--- src/rtl/branch_redirect_unit_pkg.sv ---
// Shared constants for the branch redirect unit: FSM state encodings,
// PC increment and default sizing.
package branch_redirect_unit_pkg;

    localparam int WORD_LEN_DEF     = 32;
    localparam int FLUSH_CYCLES_DEF = 2;
    localparam int PC_INC           = 4;

    localparam logic [1:0] ST_RUN      = 2'd0;
    localparam logic [1:0] ST_FLUSHING = 2'd1;
    localparam logic [1:0] ST_PENDING  = 2'd2;

endpackage

--- src/rtl/branch_redirect_unit_flush_timer.sv ---
// redirect_flush_timer: loadable 3-bit down-counter. Active while non-zero,
// which is what drives FLUSH; o_last marks the final flush cycle so the
// FSM can return to RUN on the following edge.
module redirect_flush_timer (
    input  logic       i_clk,
    input  logic       i_rst_n,
    input  logic       i_load,
    input  logic [2:0] i_load_value,
    input  logic       i_tick,
    output logic       o_active,
    output logic       o_last
);

    logic [2:0] r_count;

    // Load takes priority; otherwise count down to zero and stop there.
    always_ff @(posedge i_clk or negedge i_rst_n) begin
        if (!i_rst_n) begin
            r_count <= 3'd0;
        end else if (i_load) begin
            r_count <= i_load_value;
        end else if (i_tick && (r_count != 3'd0)) begin
            r_count <= r_count - 3'd1;
        end
    end

    assign o_active = (r_count != 3'd0);
    assign o_last   = (r_count == 3'd1);

endmodule

--- src/rtl/branch_redirect_unit.sv ---
// branch_redirect_unit: owns the fetch PC, applies taken-branch redirects,
// kills wrong-path IF/ID slots for FLUSH_CYCLES cycles and defers a
// redirect that arrives while the front end is frozen.
//
// Optional feature macro: BRANCH_REDIRECT_STATS_EN adds saturating
// o_taken_count / o_ignored_count statistics outputs.
//
// state       | meaning
// ------------+----------------------------------------------------------
// ST_RUN      | normal sequential fetch, redirects accepted
// ST_FLUSHING | redirect applied, wrong-path slots being killed
// ST_PENDING  | redirect latched during freeze, waiting for release
module branch_redirect_unit
    import branch_redirect_unit_pkg::*;
#(
    parameter int                  WORD_LEN     = WORD_LEN_DEF,
    parameter int                  FLUSH_CYCLES = FLUSH_CYCLES_DEF,
    parameter logic [WORD_LEN-1:0] PC_RESET     = '0
) (
    input  logic                i_clk,
    input  logic                i_rst_n,
    input  logic                i_freeze,
    input  logic                i_branch_condition,
    input  logic [WORD_LEN-1:0] i_branch_target,
    output logic [WORD_LEN-1:0] o_pc,
    output logic [WORD_LEN-1:0] o_pc_plus4,
    output logic                o_flush,
`ifdef BRANCH_REDIRECT_STATS_EN
    output logic [15:0]         o_taken_count,
    output logic [15:0]         o_ignored_count,
`endif
    output logic                o_redirect_pending
);

    localparam logic [WORD_LEN-1:0] ALIGN_MASK = ~WORD_LEN'(3);
    localparam logic [2:0]          FLUSH_LOAD = 3'(FLUSH_CYCLES);

    logic [1:0]          r_state;
    logic [WORD_LEN-1:0] r_pc;
    logic [WORD_LEN-1:0] r_pending_target;
    logic                r_redirect_pending;

    logic [1:0]          w_state_nxt;
    logic [WORD_LEN-1:0] w_pc_nxt;
    logic [WORD_LEN-1:0] w_pending_nxt;
    logic                w_redirect_pending_nxt;
    logic [WORD_LEN-1:0] w_aligned_target;
    logic [WORD_LEN-1:0] w_pc_plus4;
    logic                w_timer_load;
    logic                w_timer_active;
    logic                w_timer_last;

    assign w_aligned_target = i_branch_target & ALIGN_MASK;
    assign w_pc_plus4       = r_pc + WORD_LEN'(PC_INC);

    // Flush window timer; it keeps counting through frozen cycles.
    redirect_flush_timer u_flush_timer (
        .i_clk        (i_clk),
        .i_rst_n      (i_rst_n),
        .i_load       (w_timer_load),
        .i_load_value (FLUSH_LOAD),
        .i_tick       (1'b1),
        .o_active     (w_timer_active),
        .o_last       (w_timer_last)
    );

    // Next-state, next-PC and pending-target selection.
    always_comb begin
        w_state_nxt            = r_state;
        w_pc_nxt               = r_pc;
        w_pending_nxt          = r_pending_target;
        w_redirect_pending_nxt = r_redirect_pending;
        w_timer_load           = 1'b0;
        case (r_state)
            ST_RUN: begin
                if (i_branch_condition) begin
                    if (!i_freeze) begin
                        w_pc_nxt     = w_aligned_target;
                        w_state_nxt  = ST_FLUSHING;
                        w_timer_load = 1'b1;
                    end else begin
                        w_pending_nxt          = w_aligned_target;
                        w_redirect_pending_nxt = 1'b1;
                        w_state_nxt            = ST_PENDING;
                    end
                end else if (!i_freeze) begin
                    w_pc_nxt = w_pc_plus4;
                end
            end
            ST_PENDING: begin
                // Later requests come from younger instructions; the first
                // latched target wins.
                if (!i_freeze) begin
                    w_pc_nxt               = r_pending_target;
                    w_redirect_pending_nxt = 1'b0;
                    w_state_nxt            = ST_FLUSHING;
                    w_timer_load           = 1'b1;
                end
            end
            ST_FLUSHING: begin
                // Branch requests here belong to killed wrong-path slots.
                if (!i_freeze) begin
                    w_pc_nxt = w_pc_plus4;
                end
                if (w_timer_last) begin
                    w_state_nxt = ST_RUN;
                end
            end
            default: begin
                w_state_nxt = ST_RUN;
            end
        endcase
    end

    // Architectural state registers.
    always_ff @(posedge i_clk or negedge i_rst_n) begin
        if (!i_rst_n) begin
            r_state            <= ST_RUN;
            r_pc               <= PC_RESET;
            r_pending_target   <= '0;
            r_redirect_pending <= 1'b0;
        end else begin
            r_state            <= w_state_nxt;
            r_pc               <= w_pc_nxt;
            r_pending_target   <= w_pending_nxt;
            r_redirect_pending <= w_redirect_pending_nxt;
        end
    end

`ifdef BRANCH_REDIRECT_STATS_EN
    logic        w_accept;
    logic        w_ignore;
    logic [15:0] r_taken_count;
    logic [15:0] r_ignored_count;

    assign w_accept = (r_state == ST_RUN) && i_branch_condition;
    assign w_ignore = (r_state != ST_RUN) && i_branch_condition;

    // Saturating counters of accepted and discarded redirect requests.
    always_ff @(posedge i_clk or negedge i_rst_n) begin
        if (!i_rst_n) begin
            r_taken_count   <= 16'd0;
            r_ignored_count <= 16'd0;
        end else begin
            if (w_accept && (r_taken_count != 16'hFFFF)) begin
                r_taken_count <= r_taken_count + 16'd1;
            end
            if (w_ignore && (r_ignored_count != 16'hFFFF)) begin
                r_ignored_count <= r_ignored_count + 16'd1;
            end
        end
    end

    assign o_taken_count   = r_taken_count;
    assign o_ignored_count = r_ignored_count;
`endif

    assign o_pc               = r_pc;
    assign o_pc_plus4         = w_pc_plus4;
    assign o_flush            = w_timer_active;
    assign o_redirect_pending = r_redirect_pending;

endmodule

--- config.mk ---
export PLATFORM = sky130hd
export DESIGN_NAME = branch_redirect_unit
export DESIGN_NICKNAME = d
export VERILOG_FILES = /design/src/rtl/branch_redirect_unit_pkg.sv /design/src/rtl/branch_redirect_unit_flush_timer.sv /design/src/rtl/branch_redirect_unit.sv
export SDC_FILE = /design/constraint.sdc
export NUM_CORES = 1
export LEC_CHECK = 0
export CORE_MARGIN = 2
export CORE_UTILIZATION = 53
export CTS_CLUSTER_DIAMETER = 120
export DETAILED_ROUTE_END_ITERATION = 6
export PLACE_DENSITY = 0.91
export SYNTH_ARGS = -nofsm -noshare
export SYNTH_HDL_FRONTEND = slang
export SYNTH_HIERARCHICAL = 1
export SYNTH_SLANG_ARGS = --single-unit
--- constraint.sdc ---
create_clock -name i_clk -period 2.3 [get_ports i_clk]
set_input_delay 0.23 -clock i_clk [delete_from_list [all_inputs] [get_ports i_clk]]
set_output_delay 0.23 -clock i_clk [all_outputs]
set_load 0.02 [all_outputs]
Figure 1. Logic cells by family (run 1).
Scale: 6 px per µm.
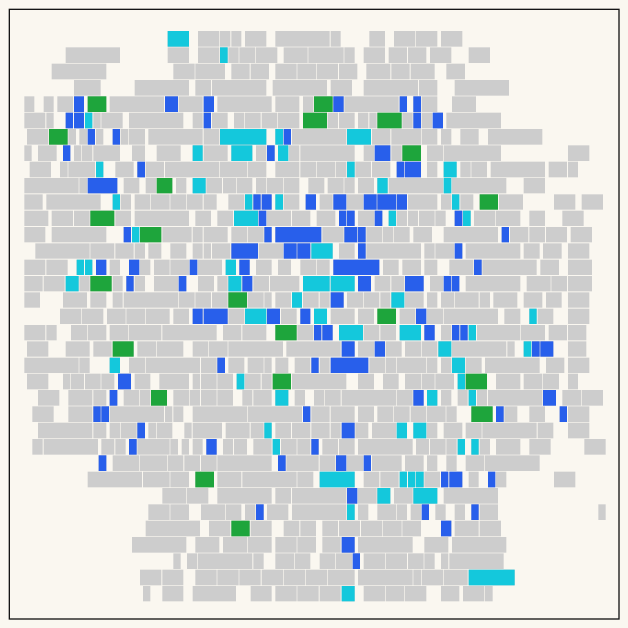
family	colour	cells	most used
NOR gates	cyan	63	nor2_1
NAND gates	blue	103	nand2_1
AND-OR and OR-AND gates	green	21	a221o_1

Figure 2. Zoomed window (run 1).
Region (36, 15) to (66, 45) µm. Cells in grey, sequential cells in the stronger grey; small squares are vias.
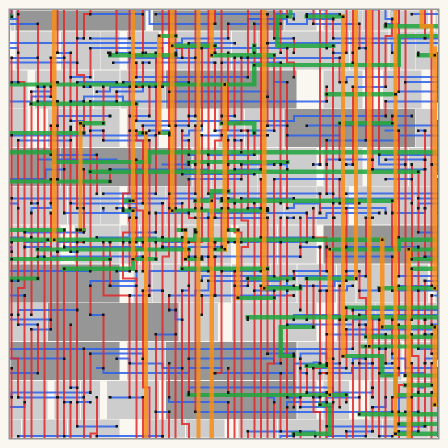
layer	colour
met3	green
met2	red
met1	blue
met4	orange
most frequent	buf_4 (21), dfrtp_1 (11), o21ai_0 (7)
sequential cells in the window	11
netlist names of flops here include	`o_pc` (9), `r_pending_target` (2)
cells with their middle in the window	90

==> results.txt, run 1 <==
Item: results of the latest flow run.

- The flow ran to the end, but the final reports show violations.
- The final reports fail on design-rule violations, negative setup slack.
- The congestion estimate from routability-driven global placement came to 0.975.
- The OpenROAD report gives the critical path a data arrival time of 2160 ps.
- The leakage power is 2.97 nW.
- In the post-route analysis, the smallest setup slack over all paths is -91.7 ps.
- The total of flip-flops plus latches after synthesis is 66.
- The count of final hold-check violations is 0.
- The die is 101 µm tall.
- The post-synthesis cell count from yosys is about 570.
- The post-route report lists met1 wire length as 6440 µm.
- TritonCTS built the clock tree.
- Detailed-route iteration 0 reported a violation count of a little over 800.
- The core box area is 9240 µm².
- The commonest non-fill, non-tap cell in the layout is buf_4.
- The number of buffers on the longest clock path is 2.
- Per the detail_route report, DRC violations left total 1.
- The reg-to-reg endpoint is o_pc[6].
- In this run the register-to-register setup slack is ~20 ps.
- For reference, the final report shows the max-slew violation count at 0.
- Among all flip-flop cells after synthesis, the most frequent one is dfrtp_1.
- The post-detailed-routing wire length is 19,200 µm.
- The post-synth count of flops with an enable pin is 0.
- The area figure in the yosys stat output is 5020 µm².
- The number of failing setup endpoints in the final timing report is 6.
- The filler cells instantiated in the layout total a little under 600.
Figure 3. Met4 routing (run 1).
Scale: 4 px per µm. Supply wires on this layer in grey.
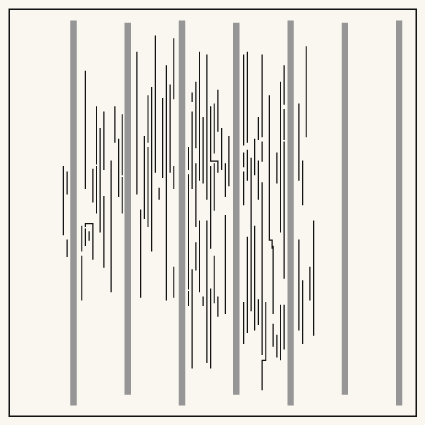
wire length on this layer	1,600 µm
main direction	vertical
share of all routed wire	8.3%
longest straight run	58.5 µm
nets with wire on the layer	81

Figure 4. Wiring heat map (run 1).
Scale: 4 px per µm. The die is cut into 20 by 20 equal tiles; white is low, dark blue is high, scaled to the fullest tile. Values are wire area over tile area, all layers added.
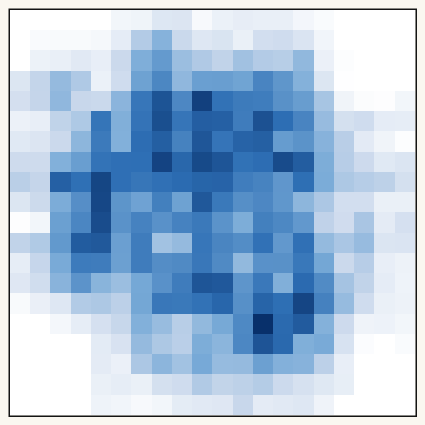
emptiest ninth of the die	lower left
densest ninth of the die	centre
fullest tile	0.94
mean over tiles	0.34
nearly empty tiles	14%
tiles over half the peak	35%

run 1: logic make-up after synthesis:
logic type	count (synthesis)	share of synthesized area (%)
XOR/XNOR	37	6.45
flip-flops	66	32.9
buffers and inverters	64	8.09
other	2	0.149
AND/OR/NAND/NOR	198	21.8
AND-OR/OR-AND	155	20.8
multiplexers	37	8.14
adder cells (fa/ha/maj)	7	1.74
run 1: critical path: stages, from the launching register on:
cell and delay, ps:
dfrtp_1 390, buf_4 130, nand3_1 250, nor4_4 430
buf_4 190, nand2_2 60, xnor2_1 170, buf_4 160
run 1: synth_stat cells (4+ instances only):
library cell   n
clkbuf_8      10
nor2_1        36
nand4_1       11
buf_4          7
o31ai_1        4
a22oi_1        8
a221o_1        5
o221ai_1       7
and3_2         4
a31oi_1        7
dfrtp_1       66
mux2i_1        6
a21oi_1       37
or3_1          4
o22ai_1        4
mux2_2        31
and3_1        10
ha_1           7
nand3_1       23
xor2_1        11
nor4_1         9
nand2_1       57
buf_2         15
clkbuf_1      14
o21ai_0       40
inv_1         14
nor3_1        12
a221oi_1       9
xnor2_1       26
run 1: sequential cells by signal, summed over array words and instances (netlist names):
register and cells:
o_pc 30, o_redirect_pending 1, r_pending_target 30, r_state 2, u_flush_timer/r_count 3
run 1: where the power goes:
part | switching, W | internal [W]
registers | 0.000454 | 0.00172
logic | 0.00365 | 0.00282
clock network | 0.000464 | 0.000378
run 1: repair_timing:
item	4_1_cts	5_1_grt
endpoints found under the setup margin	25	35
gates resized	81	52
hold buffers	0	0
buffers inserted	3	14
pin swaps	8	17
Figure 5. Track usage over the die (run 1).
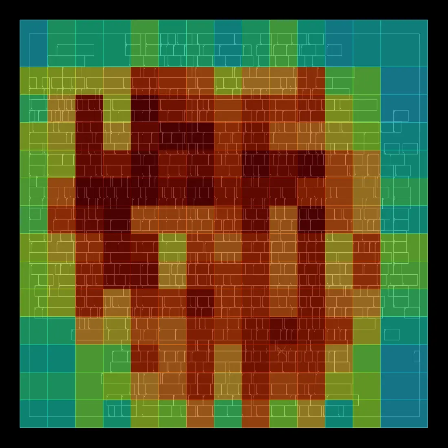

==> inputs of run 2 (changes only) <==
Settings changed: CORE_UTILIZATION 53 to 52, PLACE_DENSITY 0.91 to 0.9, SYNTH_HIERARCHICAL 1 to unset.
Figure 6. Track usage over the die (run 2).
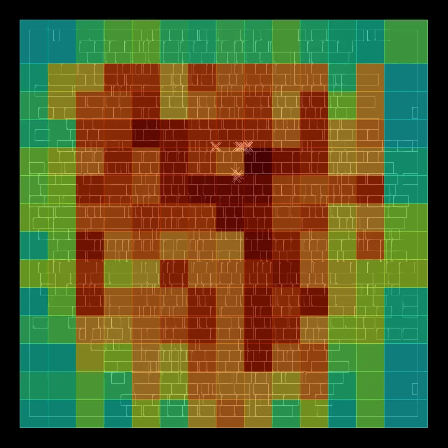
met2 routing resource usage after global routing: 54.0%
global-route track usage on met3: 9.40%
overall routing resource usage: 34.1%
final standard cell utilization of the core: 72.7%
met1 track demand over resource in global routing: 42.9%

Figure 7. Wiring heat map (run 2).
Scale: 4 px per µm. The die is cut into 20 by 20 equal tiles; white is low, dark blue is high, scaled to the fullest tile. Values are wire area over tile area, all layers added.
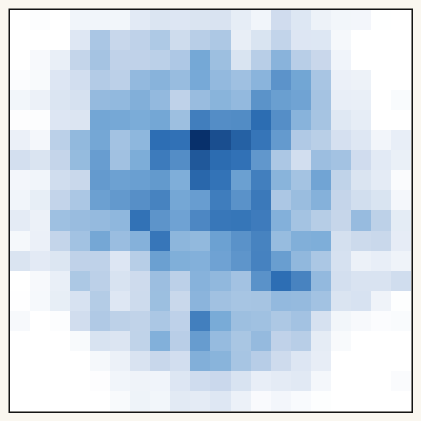
detailed-route wire length: 17,400 µm
wire length per cell after detailed routing: 20.9 µm
via count: 5,570

==> run 2 against run 1 <==
  * The run still ends with design-rule violations, negative setup slack left
  * Final cell count is 5.7% lower
  * Synthesized cell count is 0.88% higher
  * Critical path depth stayed put
  * Global-route usage is 0.46 points lower
  * Area after synthesis is 3.9% lower
  * Wire length is 9.3% lower
==> results.txt, run 2 <==
Item: results of the latest flow run.

- The setup fix buffers added after clock tree synthesis is 0 (-3).
- The net switching component of the power came to 0.00431 W (-5.6%).
- The flow measured a signed area growth from synthesis to layout of 37.0%.
- The area of the multi-input gates is ~3000 µm².
- The routability congestion estimate is 1.04 (+6.2%).
- The via count of the first global-routing pass is 5,354.
- The number of cells upsized or downsized after cts is 69 (-15%).
- The total overflow left after global routing is 0.
- TritonCTS built the clock tree.
- The worst-path cell with the longest stage delay is dfrtp_2.
- The kind of cell with the highest combined delay along the critical path is simple AND/OR/NAND/NOR gates.
- The cts-stage hold buffer count came to 1 (+1).
- In the layout the commonest cells are 90 x buf_4, 69 x clkdlybuf4s50_1, 65 x dfrtp_1.
- The reg-to-reg endpoint is o_pc[15].
- The count of library flops with an enable pin is 0 (unchanged).
- The switching power share of the total is 46.6% (-1.6 points).
- The timing report shows the most common cell along the critical path to be buf_4.
- The run finished, with violations left.
- The setup slack of the worst register-to-register path is 40 ps (+20 ps).
- The area figure in the yosys stat output is 4830 µm² (-3.9%).
- The layout filler cell count is 600 (+2.9%).
- Yosys reports that the leading cell type by area covers 34.2% of the netlist area.
- The number of failing setup endpoints in the final timing report is 5 (-1).
- The number of buffers on the longest clock path is 2 (unchanged).
- After synthesis, the most frequently instantiated cells are 66 x dfrtp_1, 47 x nand2_1, 44 x nor2_1, 41 x clkbuf_1, 37 x o21ai_0.
- In the synthesized netlist the dominant register cell turns out to be dfrtp_1.
- The final reports fail on design-rule violations, negative setup slack.
- The core box area was 9110 µm² (-1.4%).
- The count of final max-slew check failures is 0 (unchanged).
- The count of final hold-check violations is 0 (unchanged).
- The cell sequence reported for the critical path is ha_1 -> buf_4 -> and4_1 -> nand4_1 -> nor2_2 -> xor2_1 -> buf_4.
- Among logic cells in the layout, the one with the most instances is buf_4.
- The number of buffers and inverters on the critical path is 2 (-1).
- The vertical die size is 100 µm (-0.99%).
- The leakage power is 2.82 nW (-5.1%).
- The DRC violation count after routing came to 54 (+53).
- After layout the clock buffers and inverters come to under 10% of cell area.
- The cell-internal power is 0.00494 W (+0.44%).
- The DRC violation total after the first TritonRoute iteration is 1,026 (+24%).
- The clock power share is 12.1% (+3.2 points).
- The slack of the critical path is -31.1 ps (+60.7 ps).
## run 2: cell types whose count changed in the layout (fill, tap and decap cells not counted), sizes merged, moves of 5 or more
cell / previous run / this run
a21oi: 38 / 31
and3: 14 / 9
buf: 127 / 98
clkbuf: 14 / 21
conb: 12 / 4
mux2i: 6 / 11
nand2: 57 / 47
nor2: 36 / 44
o221ai: 7 / 2
xor2: 11 / 16
## run 2: how the worst max path moves through the flow
stage | startpoint | endpoint | slack (ps) | cells after the start
floorplan | o_pc[3] | o_pc_plus4[28] | 30 | 6
global placement | i_freeze | o_pc[15] | -30 | 5
detailed placement | o_pc[2] | o_pc_plus4[22] | -130 | 8
CTS | o_pc[2] | o_pc_plus4[26] | 0.3 | 7
global route | o_pc[3] | o_pc_plus4[31] | -140 | 7
finish | o_pc[2] | o_pc_plus4[16] | -30 | 7
## run 2: cell families (layout without fill, tap and decap cells)
group | count (synthesis) | count (layout) | share of synthesized area [%]
AOI/OAI and AO/OA | 136 | 136 | 18.7
xor gates and xnor gates | 42 | 42 | 7.62
adders and majority gates | 7 | 7 | 1.81
buffers and inverters | 72 | 217 | 6.27
DFF | 66 | 66 | 34.2
muxes | 42 | 42 | 9.51
other | 1 | 4 | 0.0776
and+or+nand+nor | 205 | 205 | 21.8
## run 2: per-layer routing
layer / global-route usage [%] / wire length (µm)
met1: 42.9 / 6330
met3: 9.40 / 2010
met4: 17.2 / 943
met5: 0 / 0
met2: 54.0 / 8100
## run 2: power groups by stage
stage / sequential [W] / clock (W) / combinational, W
4_1_cts: 0.00211 / 0.00112 / 0.00575
2_1_floorplan: 0.00234 / 0 / 0.00315
5_1_grt: 0.00220 / 0.00118 / 0.00632
6_report: 0.00215 / 0.00112 / 0.00598
3_5_place_dp: 0.00212 / 0 / 0.00578
3_3_place_gp: 0.00207 / 0 / 0.00557
Figure 8. Zoomed window (run 2).
Region (35, 15) to (65, 45) µm. Cells in grey, sequential cells in the stronger grey; small squares are vias.
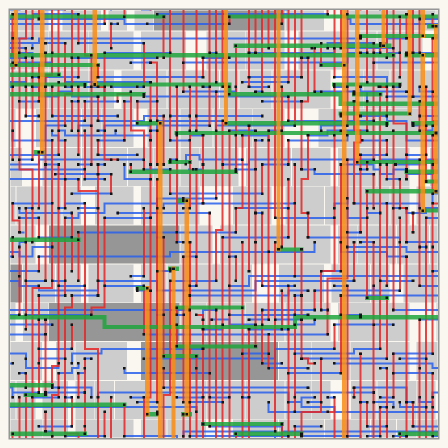

==> inputs of run 3 (changes only) <==
Settings changed: MAX_ROUTING_LAYER set to met4, TNS_END_PERCENT set to 5.
Figure 9. Zoomed window (run 3).
Region (35, 15) to (65, 45) µm. Cells in grey, sequential cells in the stronger grey; small squares are vias.
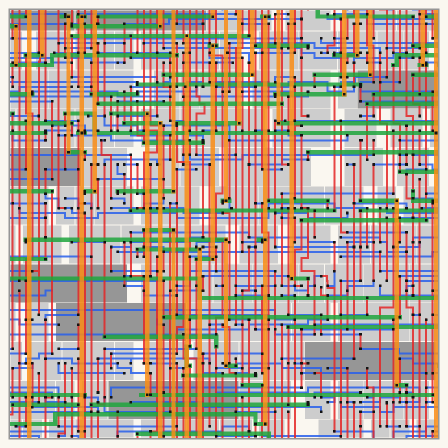
layer	colour
met3	green
met4	orange
met2	red
met1	blue
most frequent	buf_4 (23), nor2_1 (7), dfrtp_1 (7)
sequential cells in the window	7
cells with their middle in the window	97
netlist names of flops here include	`o_pc` (4), `r_pending_target` (3)

==> run 3 against run 2 <==
  * The run still ends with design-rule violations, negative setup slack left
  * Clock power decreased by 6%
  * Area after synthesis unchanged
  * Wire length rose by 6.2%
  * Die area unchanged
  * Sequential cell count did not move
  * Maximum frequency down 3.5%
  * Worst setup slack worse by 85 ps
  * Sequential share of layout area decreased by 0.10 points
  * First-iteration DRC count grew 6.9%
  * Synthesized cell count unchanged
  * Largest power group unchanged
==> results.txt, run 3 <==
Item: results of the latest flow run.

- The routed length on met3 is 2370 µm (+18%).
- The utilization of the core after routing is 72.9% (+0.25 points).
- The average routed wire per standard cell is 22.3 µm (+6.5%).
- The number of buffers on the longest clock path is 2 (unchanged).
- The met1 wire length came to 6320 µm (-0.17%).
- The met2 wire length is 8260 µm (+2.0%).
- The net switching component of the power is 0.00440 W (+2.1%).
- The vertical die size was 100 µm (unchanged).
- The run finished, with violations left.
- The commonest cells after synthesis are 66 x dfrtp_1, 47 x nand2_1, 44 x nor2_1, 41 x clkbuf_1, 37 x o21ai_0.
- The total global routing overflow is 0 (unchanged).
- The area figure in the yosys stat output is 4830 µm² (unchanged).
- The core box area is 9110 µm² (unchanged).
- The fraction of met2 tracks used by global routing was 55.5% (+1.5 points).
- Among the non-sequential cells, simple AND/OR/NAND/NOR gates take the most area.
- The via count of the first global-routing pass is 5,419 (+1.2%).
- The switching power share of the total is 47.2% (+0.59 points).
- The post-synthesis share of cell area spent on xor and xnor gates is 7.62% (unchanged).
- The adder-cell share of the synthesized area is 1.81% (unchanged).
- The fraction of met1 tracks used by global routing is 43.7% (+0.81 points).
- TritonCTS built the clock tree.
- The count of final hold-check violations is 0 (unchanged).
- The leakage power is 2.83 nW (+0.36%).
- By instance count after routing, the leading logic cell types are 87 x buf_4, 69 x clkdlybuf4s50_1, 66 x dfrtp_1.
- The area fraction in mux cells was 9.51% (unchanged).
- The basic-gate share of the synthesized area counting and, or, nand and nor cells was 21.8% (unchanged).
- The setup slack of the worst register-to-register path came to -60 ps (-100 ps).
- The DRC violation count after routing came to 26 (-52%).
- The layout filler cell count is 600 (unchanged).
- The clock power share is 11.2% (-0.9 points).
- The met3 track utilization from global routing was 9.54% (+0.14 points).
- The slack of the critical path is -116 ps (-84.7 ps).
- The DRC violation total after the first TritonRoute iteration is 1,097 (+6.9%).
- The number of failing setup endpoints in the final timing report is 11 (+6).
- The checks that failed: design-rule violations, negative setup slack.
- The count of library flops with an enable pin is 0 (unchanged).
- The routability congestion estimate was 1.08 (+4.5%).
- The fraction of post-synthesis cell area in the top cell type by area is 34.2% (unchanged).
Figure 10. Logic cells by family (run 3).
Scale: 6 px per µm.
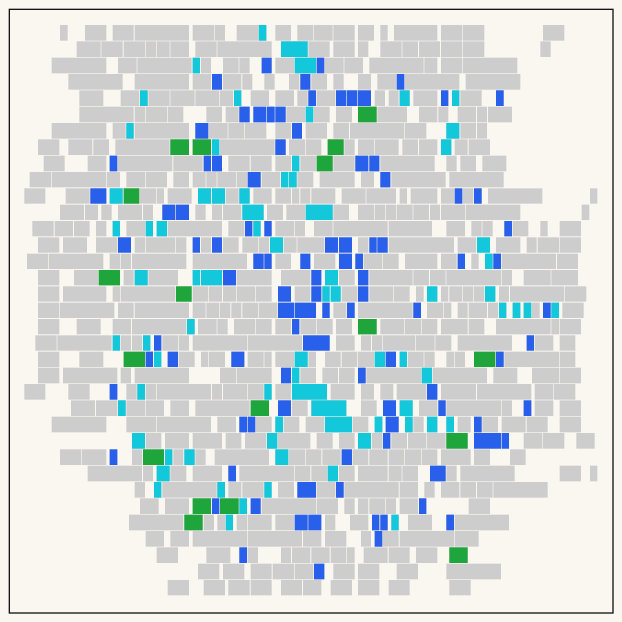
family	colour	cells
NOR gates	cyan	76
AND-OR and OR-AND gates	green	18
NAND gates	blue	100

## run 3: final cells by class
| type | instances | area, µm² | share of cell area [%] |
|---|---|---|---|
| Timing Repair Buffer | 183 | 1590 | 24.0 |
| Multi-Input combinational cell | 436 | 2990 | 45.0 |
| Clock inverter | 2 | 35.0 | 0.528 |
| Tap cell | 111 | 139 | 2.09 |
| Inverter | 17 | 63.8 | 0.961 |
| Sequential cell | 66 | 1650 | 24.9 |
| Clock buffer | 13 | 169 | 2.54 |
## run 3: power groups by stage
stage	Clock [W]	Sequential, W	Combinational (W)
global route	0.00111	0.00220	0.00643
global placement	0	0.00207	0.00563
finish	0.00105	0.00216	0.00612
detailed placement	0	0.00213	0.00585
floorplan	0	0.00234	0.00314
CTS	0.00104	0.00211	0.00579
## run 3: worst paths after layout
kind	from	end	cells after the start
max	o_pc[2]	o_pc_plus4[25]	7
min	i_rst_n	o_pc[24]	2
max reg2reg	o_pc[2]	o_pc[15]	7
min reg2reg	r_pending_target[31]	r_pending_target[31]	1
max in group asynchronous	i_rst_n	o_pc[6]	3
min in group i_clk	i_branch_target[13]	r_pending_target[13]	3
## run 3: repair_timing
item / in CTS / in global routing
setup buffers: 0 / 0
resized: 46 / 66
endpoints found under the setup margin: 25 / 37
hold buffers: 1 / 0
pin swaps: 2 / 7
endpoints found under the hold margin: 26 / 0
## run 3: worst max-delay path, stage by stage (launching register included)
cell and delay [ps]:
dfrtp_1 400, buf_4 150, nand4_2 150, nor3_4 250
nand3_2 220, nor2_1 180, xor2_1 170, clkdlybuf4s15_2 290
## run 3: cell families after synthesis
group           count (synthesis)
simple gates                  205
compound gates                136
buf+inv                        72
flops                          66
xor+xnor                       42
mux                            42
fa+ha+maj                       7
other cells                     1
No activity file was given, so power comes from the tool's default toggle rates.
